**src/rtl/sseg_scan_mux.sv**
```systemverilog
// sseg_scan_mux: multiplexed scanner for a common-anode 7-seg display.
// Tear-free shadow value, guard-banded slots, leading-zero suppression.
module sseg_scan_mux #(
  parameter int NUM_DIGITS  = 8,
  parameter int REFRESH_DIV = 100000,
  parameter int GUARD       = 2000
) (
  input  logic                    clk,
  input  logic                    rst_n,
  input  logic [4*NUM_DIGITS-1:0] data_in,
  input  logic [NUM_DIGITS-1:0]   dp_in,
  input  logic                    load,
  input  logic [NUM_DIGITS-1:0]   digit_en,
  input  logic                    lz_blank,
  output logic [3:0]              hex_out,
  output logic                    blank_out,
  output logic [NUM_DIGITS-1:0]   an,
  output logic                    dp_out,
  output logic                    frame_tick
);

  localparam int CW =
    (REFRESH_DIV > 1) ? $clog2(REFRESH_DIV) : 1;
  localparam int IW =
    (NUM_DIGITS > 1) ? $clog2(NUM_DIGITS) : 1;

  localparam logic [CW-1:0] CNT_LAST =
    CW'(REFRESH_DIV - 1);
  localparam logic [CW-1:0] CNT_GUARD =
    CW'(GUARD);
  localparam logic [IW-1:0] IDX_LAST =
    IW'(NUM_DIGITS - 1);

  logic [CW-1:0] cnt;
  logic [IW-1:0] idx;

  logic [NUM_DIGITS-1:0][3:0] shadow;
  logic [NUM_DIGITS-1:0][3:0] pend;
  logic [NUM_DIGITS-1:0]      shadow_dp;
  logic [NUM_DIGITS-1:0]      pend_dp;
  logic                       pend_vld;

  logic                       slot_end;
  logic                       wrap;
  logic [NUM_DIGITS-1:0]      supp;
  logic                       zero_run;
  logic                       blank_nx;
  logic [NUM_DIGITS-1:0]      an_nx;
  logic                       dp_nx;
  logic [3:0]                 hex_nx;

  assign slot_end = (cnt == CNT_LAST);
  assign wrap     = slot_end && (idx == IDX_LAST);

  // Slot counter and digit index; idx advances on the last slot cycle.
  always_ff @(posedge clk or negedge rst_n) begin
    if (!rst_n) begin
      cnt <= '0;
      idx <= '0;
    end else if (slot_end) begin
      cnt <= '0;
      if (idx == IDX_LAST) begin
        idx <= '0;
      end else begin
        idx <= idx + 1'b1;
      end
    end else begin
      cnt <= cnt + 1'b1;
    end
  end

  // Pending capture; the last load inside a frame wins.
  always_ff @(posedge clk or negedge rst_n) begin
    if (!rst_n) begin
      pend    <= '0;
      pend_dp <= '0;
    end else if (load && !wrap) begin
      pend    <= data_in;
      pend_dp <= dp_in;
    end
  end

  // Pending flag: set by a mid-frame load, cleared at every wrap.
  always_ff @(posedge clk or negedge rst_n) begin
    if (!rst_n) begin
      pend_vld <= 1'b0;
    end else if (wrap) begin
      pend_vld <= 1'b0;
    end else if (load) begin
      pend_vld <= 1'b1;
    end
  end

  // Shadow only moves at frame wrap; a wrap-cycle load bypasses pending.
  always_ff @(posedge clk or negedge rst_n) begin
    if (!rst_n) begin
      shadow    <= '0;
      shadow_dp <= '0;
    end else if (wrap && load) begin
      shadow    <= data_in;
      shadow_dp <= dp_in;
    end else if (wrap && pend_vld) begin
      shadow    <= pend;
      shadow_dp <= pend_dp;
    end
  end

  // Digit k is a leading zero when it and every higher nibble are zero.
  always_comb begin
    supp     = '0;
    zero_run = 1'b1;
    for (int k = NUM_DIGITS - 1; k >= 1; k--) begin
      zero_run = zero_run && (shadow[k] == 4'h0);
      supp[k]  = lz_blank && zero_run;
    end
  end

  // Next-cycle view of the active slot.
  always_comb begin
    hex_nx   = shadow[idx];
    blank_nx = (cnt < CNT_GUARD)
             || !digit_en[idx]
             || supp[idx];
    an_nx    = '1;
    if (!blank_nx) begin
      an_nx = ~(NUM_DIGITS'(1) << idx);
    end
    dp_nx    = blank_nx || !shadow_dp[idx];
  end

  // Registered display outputs.
  always_ff @(posedge clk or negedge rst_n) begin
    if (!rst_n) begin
      hex_out    <= 4'h0;
      blank_out  <= 1'b1;
      an         <= '1;
      dp_out     <= 1'b1;
      frame_tick <= 1'b0;
    end else begin
      hex_out    <= hex_nx;
      blank_out  <= blank_nx;
      an         <= an_nx;
      dp_out     <= dp_nx;
      frame_tick <= wrap;
    end
  end

endmodule

```
**config.mk**
```make
export PLATFORM = sky130hd
export DESIGN_NAME = sseg_scan_mux
export DESIGN_NICKNAME = d
export VERILOG_FILES = /design/src/rtl/sseg_scan_mux.sv
export SDC_FILE = /design/constraint.sdc
export NUM_CORES = 1
export LEC_CHECK = 0
export CAP_MARGIN = 0
export CORE_MARGIN = 4
export CORE_UTILIZATION = 51
export CTS_BUF_LIST = sky130_fd_sc_hd__clkbuf_2 sky130_fd_sc_hd__clkbuf_4 sky130_fd_sc_hd__clkbuf_8
export CTS_CLUSTER_SIZE = 20
export DETAILED_ROUTE_END_ITERATION = 10
export PLACE_DENSITY = 0.84
export SYNTH_ARGS = -nofsm -noshare
export SYNTH_HDL_FRONTEND = slang
export SYNTH_SLANG_ARGS = --single-unit
```
**constraint.sdc**
```tcl
create_clock -name clk -period 3.5 [get_ports clk]
set_input_delay 1.05 -clock clk [delete_from_list [all_inputs] [get_ports clk]]
set_output_delay 1.05 -clock clk [all_outputs]
set_load 0.1 [all_outputs]
```
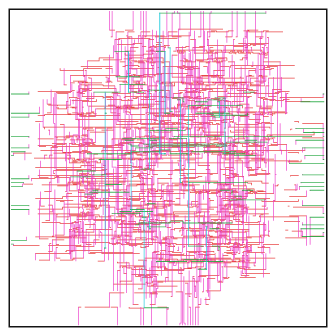
*Signal wires by layer, run 1*
color	layer	wire length
magenta	metal 2	6020 microns
red	metal 1	5130 microns
cyan	metal 4	375 microns
green	metal 3	821 microns
via count: 4045
wire length after detailed routing: 12340 microns
overall fraction of global-route tracks in use: 20.84%
wire length per cell: 17.91 microns

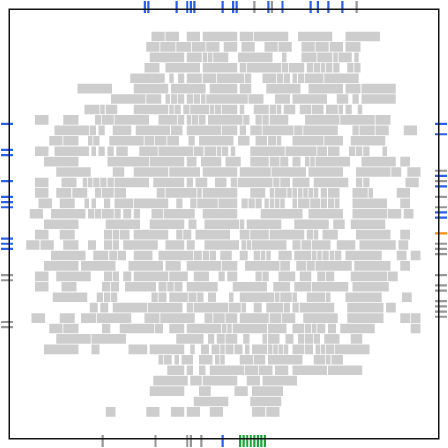
*Pin map, run 1*
Pins as bars across the die edge, other pins in gray.
color	port	pins	direction	edge
blue	data_in	32	input	15 top, 10 left, 6 right, 1 bottom
green	digit_en	8	input	bottom
orange	frame_tick	1	output	right
all pins by edge	21 right, 18 top, 14 bottom, 14 left

==> job_summary.md, run 1 <==
## Synthesis and layout report

| Metric | Value |
|---|---|
| Capturing element of the worst setup path | pend[28]$_DFFE_PN0P_ |
| Final sum of negative setup slack | 0 ps |
| Tool Warnings | 30 |
| Critical-path cell list | or4_4 -> nor4_4 -> nand2_4 -> nand2_4 -> mux2_2 |
| Number of design rule violations left after detail routing | 0 |
| Kind of critical path | reg2reg |
| Number of synthesized flops with an enable pin | 0 |
| Cell Type Count | about 42 |
| Most area-consuming cells after synthesis | sky130_fd_sc_hd__dfrtp_1, sky130_fd_sc_hd__mux2_2, sky130_fd_sc_hd__mux4_2, sky130_fd_sc_hd__dfstp_2, sky130_fd_sc_hd__a2bb2oi_1 |
| Cts hold-fix bufs | 0 |
| Antenna violations before repair | 0 |
| Routability congestion estimate | 0.8266 |
| Worst reg-to-reg path cell count | 5 |
| Status | complete, no violations |
| Clock latency of the later-clocked register in the worst-skew pair | 430 ps |
| Fraction of final layout cells sized beyond drive strength 1 | between 20 and 25% |
| Min Tclk post-route | 2695 ps |
| Seq/Total Area, Yosys | 53.23% |
| Tally of filler cells in the layout | 785 |
| Type of element capturing the critical path | flip-flop |
| Worst R2R End | pend[28]$_DFFE_PN0P_ |
| Endpoint, Worst Hold | cnt[0]$_DFF_PN0_ |
| Layout area overhead | 20.72% |
| Max H-tree Level | 4 |
| Chip area estimate from yosys synthesis | 5477 sq um |
| Hold Vio Cnt, Final | 0 |
| Post-DP Area | 6187 sq um |
| Number of buffers added for setup after CTS | 0 |
| Total count of max-transition violations in the final report | 0 |
| HPWL Detailed | 8549 microns |
| Biggest fanout along the worst timing path | 40 |
| Gate family responsible for the most delay along the worst path | simple AND/OR/NAND/NOR gates |
| Cell type with the highest aggregate area in the netlist | sky130_fd_sc_hd__dfrtp_1 |
| Register bit count reported by yosys | 116 |
| Die footprint | 12460 sq um |
| Die extent in x | 111.6 microns |
| DIE HEIGHT | 111.6 microns |
| Mean Syn Cell Area | ~11 sq um |
| Count of routing violations after the opening detailed-route iteration | roughly 270 |
| Slowest CP cell | sky130_fd_sc_hd__or4_4 |
| Cell area power density | 453.5 nW/um^2 |
| Clock slew at the register clock pins of the worst setup and hold paths | 70 ps |
| Max Fclk | 371.0 MHz |
| Number of synthesis warnings | 0 |
| Critical path depth in cells | 5 |
| Portion of synthesized cell area occupied by the leading cell type | 48.44% |
| Worst ir drop on vdd | 270.9 uV |
| Total number of nets in the final design | 599 |
| Worst slew pin tran | 838.4 ps |
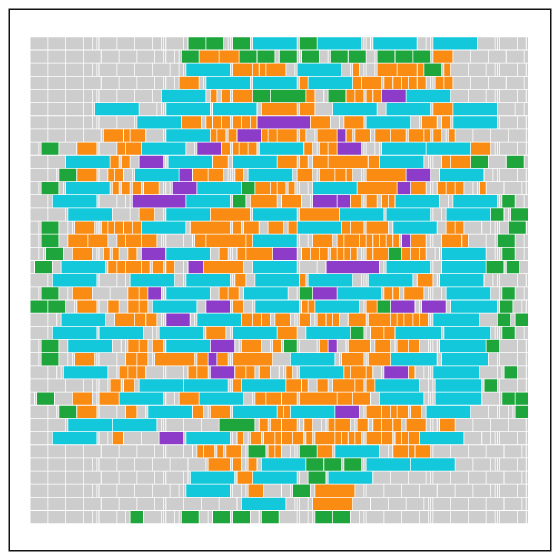
*Placed cells, one color a class, run 1*
Fill, decap, tap and diode cells in gray.
color	class	cells
cyan	flops	116
orange	combinational and other logic	330
green	other buffers and delay cells	75
purple	clock drivers and dummy loads	32

==> run 1: state kept, by name, summed over array words and instances (netlist names) <==
| name | cells |
|---|---|
| pend_vld | 1 |
| pend_dp | 8 |
| idx | 3 |
| cnt | 17 |
| hex_out | 4 |
| shadow | 32 |
| an | 8 |
| frame_tick | 1 |
| dp_out | 1 |
| pend | 32 |
| shadow_dp | 8 |
| blank_out | 1 |
==> run 1: through the flow <==
stage,hold slack [ps],cells,utilization (%),total power [mW],setup slack (ps)
3_5_place_dp,481.3,657,59.66,1.708,736.7
2_1_floorplan,454.9,478,-,1.579,1215
5_1_grt,509.0,689,63.75,3.102,665.7
6_report,490.0,689,63.75,2.998,804.7
4_1_cts,495.9,689,63.75,3.010,788.9
3_3_place_gp,469.9,657,59.66,1.692,836.5
==> run 1: cell usage after synthesis, drive strengths merged, types with 6 or more instances <==
cell type / n
mux2: 40
nand3: 36
o21ai: 36
o22ai: 23
nand2: 32
clkbuf: 19
buf: 13
nand4: 8
dfstp: 10
dfrtp: 106
mux4: 12
xnor2: 6
nor2: 15
nor4: 9
a2bb2oi: 28
inv: 33
ha: 7
a21oi: 16
xor2: 7
==> run 1: layout by cell type (no fill, tap or decap), drive strengths merged, types with 5 or more instances in the layout <==
cell type	count
clkdlybuf4s50	50
a21oi	16
clkbuf	23
mux4	12
dfstp	10
dfrtp	106
nor4	9
a2bb2oi	28
mux2	40
o21ai	36
nand4	8
nand2	32
clkinv	5
inv	33
o22ai	23
xnor2	6
nor2	15
ha	7
xor2	7
nand3	36
buf	25
==> run 1: cell families after synthesis <==
| group | share of synthesized area, % |
|---|---|
| AOI/OAI and AO/OA | 12.68 |
| xor gates and xnor gates | 2.079 |
| adders and majority gates | 1.599 |
| buffers and inverters | 5.415 |
| DFF | 53.23 |
| muxes | 13.53 |
| and+or+nand+nor | 11.47 |
==> run 1: worst reg2reg max path, cell delays in order (launching register included) <==
cell and delay, ps:
sky130_fd_sc_hd__dfrtp_1 420, sky130_fd_sc_hd__or4_4 590, sky130_fd_sc_hd__nor4_4 550, sky130_fd_sc_hd__nand2_4 150
sky130_fd_sc_hd__nand2_4 460, sky130_fd_sc_hd__mux2_2 410
==> run 1: layer usage <==
| metal | vias up | routed length (microns) | track usage (%) |
|---|---|---|---|
| met5 | - | 0 | 0 |
| met4 | 0 | 375 | 9.327 |
| met3 | 36 | 821 | 6.304 |
| met2 | 174 | 6015 | 32.77 |
| li1 | 1853 | - | - |
| met1 | 1982 | 5127 | 26.76 |
==> run 1: report_power, final <==
part / internal, mW / switching (mW) / leakage, nW
Sequential: 1.40 / 0.0422 / 1.41
Clock: 0.781 / 0.533 / 0.220
Combinational: 0.134 / 0.104 / 1.23
Total: 2.32 / 0.679 / 2.86
==> run 1: cell type report <==
| cell class | count | area (sq um) | share of cell area (%) |
|---|---|---|---|
| flip-flops and latches | 116 | 2915 | 44.10 |
| clock buffers | 23 | 297.8 | 4.504 |
| multi-input cells | 297 | 2265 | 34.25 |
| clock inverters | 9 | 126.4 | 1.911 |
| repair buffers | 75 | 713.2 | 10.79 |
| well taps | 136 | 170.2 | 2.574 |
| inverters | 33 | 123.9 | 1.874 |
### Placed standard cells, run 1

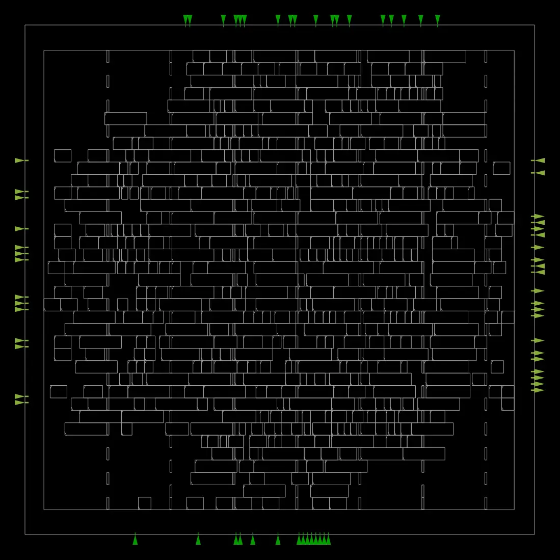

## Run 2: what changed since run 1
PLACE_DENSITY = 0.87   (was 0.84)
clock period = 2.33 ns   (was 3.5 ns; I/O delays follow)
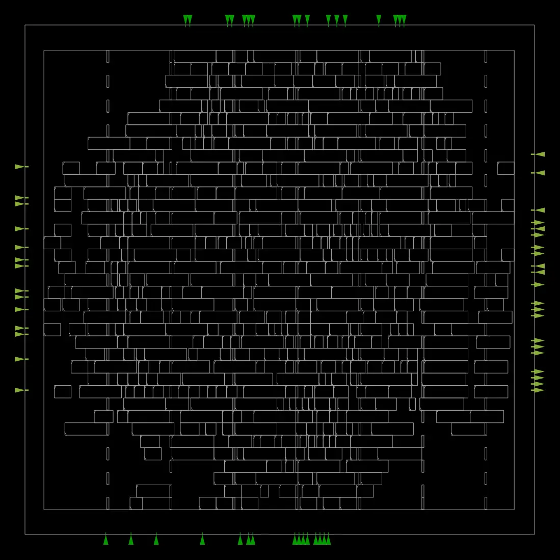
*Placed standard cells, run 2*
floorplan row count: 37
inserted tap cell count: 136
sequential cell count: 116
tally of filler cells in the layout: 746

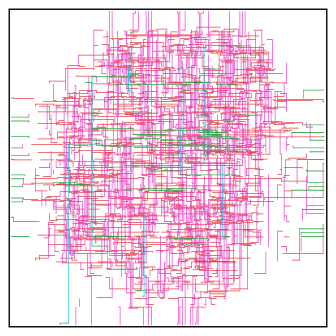
*Signal wires by layer, run 2*
color	layer	wire length
green	metal 3	864 microns
cyan	metal 4	376 microns
red	metal 1	5320 microns
magenta	metal 2	6400 microns

==> run 2 against run 1 <==
Net effect:
- flip-flop count unchanged
- via count up 3.5%
- first-iteration DRC count up 23%
- critical path depth up 1
- largest power group unchanged
- global-route usage up 0.55 points
- critical path type unchanged
- routed wire length up 5.0%
- power up 50%
- largest cell class unchanged
- final area up 4.0%
==> job_summary.md, run 2 <==
## Synthesis and layout report

| Metric | Value |
|---|---|
| Status | complete, no violations |
| Die footprint | 12460 sq um |
| Most area-consuming cells after synthesis | sky130_fd_sc_hd__dfrtp_1, sky130_fd_sc_hd__mux2_2, sky130_fd_sc_hd__mux4_2, sky130_fd_sc_hd__dfstp_2, sky130_fd_sc_hd__a2bb2oi_1 |
| Commonest cells after routing, fill and taps aside | sky130_fd_sc_hd__dfrtp_1, sky130_fd_sc_hd__clkdlybuf4s50_1, sky130_fd_sc_hd__o21ai_0, sky130_fd_sc_hd__nand3_1, sky130_fd_sc_hd__mux2_2 |
| Number of synthesized flops with an enable pin | 0 |
| Area occupied by multi-input gates | 2276 sq um |
| Worst slew pin tran | approximately 600 ps |
| Mapped Cells | 478 |
| Overall fraction of global-route tracks in use | 21.39% |
| Comb power frac | 8.3% |
| Fraction of power consumed by the clock network | 43.3% |
| Cell type with the highest aggregate area in the netlist | sky130_fd_sc_hd__dfrtp_1 |
| Power spent charging and discharging nets | between 1 and 1.5 mW |
| Most frequent cell after synthesis | sky130_fd_sc_hd__dfrtp_1 |
| Number of design rule violations left after detail routing | 0 |
| Routability congestion estimate | 0.8587 |
| Largest registers | pend x32, shadow x32, cnt x17 |
| Clock slew at the register clock pins of the worst setup and hold paths | approximately 70 ps |
| Kind of critical path | reg2reg |
| Number of synthesis warnings | 0 |
| Seq/Total Area, Yosys | 53.23% |
| Cell count after placement | 669 |
| Type of element capturing the critical path | flip-flop |
| Register bit count reported by yosys | between 100 and 150 |
| HPWL Detailed | ~8500 microns |
| Hold Vio Cnt, Final | 0 |
| Sequential Area | 2915 sq um |
| Die extent in x | 111.6 microns |
| Final non-filler cell total | 701 |
| Layout area overhead | 25.50% |
| Worst ir drop on vdd | ~370 uV |
| Dominant logic cell type in the layout | sky130_fd_sc_hd__dfrtp_1 |
| Total internal power | 3.473 mW |
| Fraction of final layout cells sized beyond drive strength 1 | about a quarter |
| Mean Syn Cell Area | around 11 sq um |
| Max Fclk | 440.4 MHz |
| DIE HEIGHT | 111.6 microns |
| Number of buffers added for setup after CTS | 0 |
| Wire length after detailed routing | ~13000 microns |
| Biggest fanout along the worst timing path | 14 |
| Wire length per cell | between 15 and 20 microns |
| Max H-tree Level | 4 |
| Antenna violations before repair | 0 |
| Clock latency of the later-clocked register in the worst-skew pair | 430 ps |
| Commonest cells in the synthesized netlist | sky130_fd_sc_hd__dfrtp_1, sky130_fd_sc_hd__nand3_1, sky130_fd_sc_hd__o21ai_0, sky130_fd_sc_hd__mux2_2, sky130_fd_sc_hd__inv_1 |
| Sequential power share | 48.4% |
| Portion of synthesized cell area occupied by the leading cell type | 48.44% |
| Count of routing violations after the opening detailed-route iteration | 338 |
| Chip area estimate from yosys synthesis | 5477 sq um |
| Net switching share of the total power | 22.59% |
| Total count of max-transition violations in the final report | 0 |
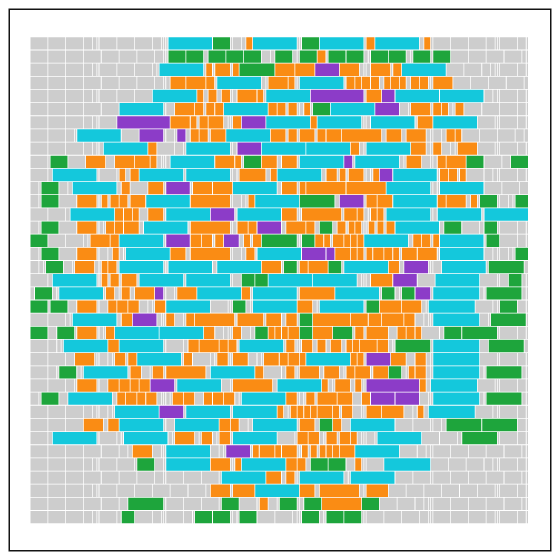
*Placed cells, one color a class, run 2*
Fill, decap, tap and diode cells in gray.
color	class	cells
green	other buffers and delay cells	87
cyan	flops	116
orange	combinational and other logic	331
purple	clock drivers and dummy loads	31
fraction of the core area covered by cells at the end of the flow: 66.28%
final cell area excluding filler cells: 6873 sq um

run 2: cell counts after synthesis:
No cell type changed its count.
run 2: repair_timing:
item	CTS	global route
hold endpoints to repair	0	0
endpoints found under the setup margin	0	19
gates resized	0	1
run 2: path summary, 6_finish.rpt:
check	endpoint	slack, ps	depth (start not counted)
max in group asynchronous	pend[14]$_DFFE_PN0P_	1510	2
setup reg to reg	shadow[26]$_DFFE_PN0P_	60	6
min in group clk	cnt[0]$_DFF_PN0_	490	1
hold reg to reg	cnt[0]$_DFF_PN0_	490	1
setup / recovery	shadow[26]$_DFFE_PN0P_	60	6
hold / removal	pend_dp[4]$_DFFE_PN0P_	350	2
run 2: cell families after synthesis:
| group | Yosys count | synth area share (%) |
|---|---|---|
| simple gates | 116 | 11.47 |
| flops | 116 | 53.23 |
| compound gates | 107 | 12.68 |
| buf+inv | 65 | 5.415 |
| mux | 54 | 13.53 |
| xor+xnor | 13 | 2.079 |
| fa+ha+maj | 7 | 1.599 |
run 2: final cells by class:
type / instances / share of cell area, %
Clock buffer: 22 / 4.224
Clock inverter: 9 / 1.857
Inverter: 33 / 1.802
Multi-Input combinational cell: 298 / 33.11
Sequential cell: 116 / 42.42
Tap cell: 136 / 2.476
Timing Repair Buffer: 87 / 14.11
run 2: stage by stage:
| step | cell area, sq um | worst slack [ps] | total power [mW] | TNS, ps | hold WS [ps] |
|---|---|---|---|---|---|
| 3_3_place_gp | 6440 | 112.0 | 2.547 | 0 | 471.1 |
| 4_1_cts | 6858 | 65.56 | 4.506 | 0 | 375.0 |
| 3_5_place_dp | 6440 | 10.32 | 2.572 | 0 | 485.5 |
| 2_1_floorplan | 5477 | 44.86 | 2.372 | 0 | 403.4 |
| 5_1_grt | 6873 | -5.876 | 4.643 | -9.074 | 381.6 |
| 6_report | 6873 | 59.54 | 4.486 | 0 | 345.6 |
run 2: power groups by stage:
stage	Clock (mW)	Combinational, mW	Sequential, mW
floorplan	0	0.189	2.18
global placement	0	0.351	2.20
detailed placement	0	0.367	2.20
CTS	1.96	0.374	2.17
global route	2.05	0.410	2.18
finish	1.94	0.372	2.17
run 2: metal layers:
| metal | track usage (%) | wire (microns) | vias up |
|---|---|---|---|
| met5 | 0 | 0 | - |
| met4 | 10.38 | 376 | 0 |
| met3 | 4.565 | 863 | 44 |
| met2 | 34.21 | 6404 | 180 |
| met1 | 27.86 | 5317 | 2081 |
| li1 | - | - | 1881 |
run 2: critical path, stage by stage (launching register included):
cell and delay, ps:
sky130_fd_sc_hd__dfrtp_1 410, sky130_fd_sc_hd__or4_4 560, sky130_fd_sc_hd__nor4_4 380, sky130_fd_sc_hd__nand2_4 100, sky130_fd_sc_hd__buf_4 180, sky130_fd_sc_hd__nor2_4 350
sky130_fd_sc_hd__a2bb2oi_1 220
Power figures rest on the tool's default switching activity, not on a simulated workload.
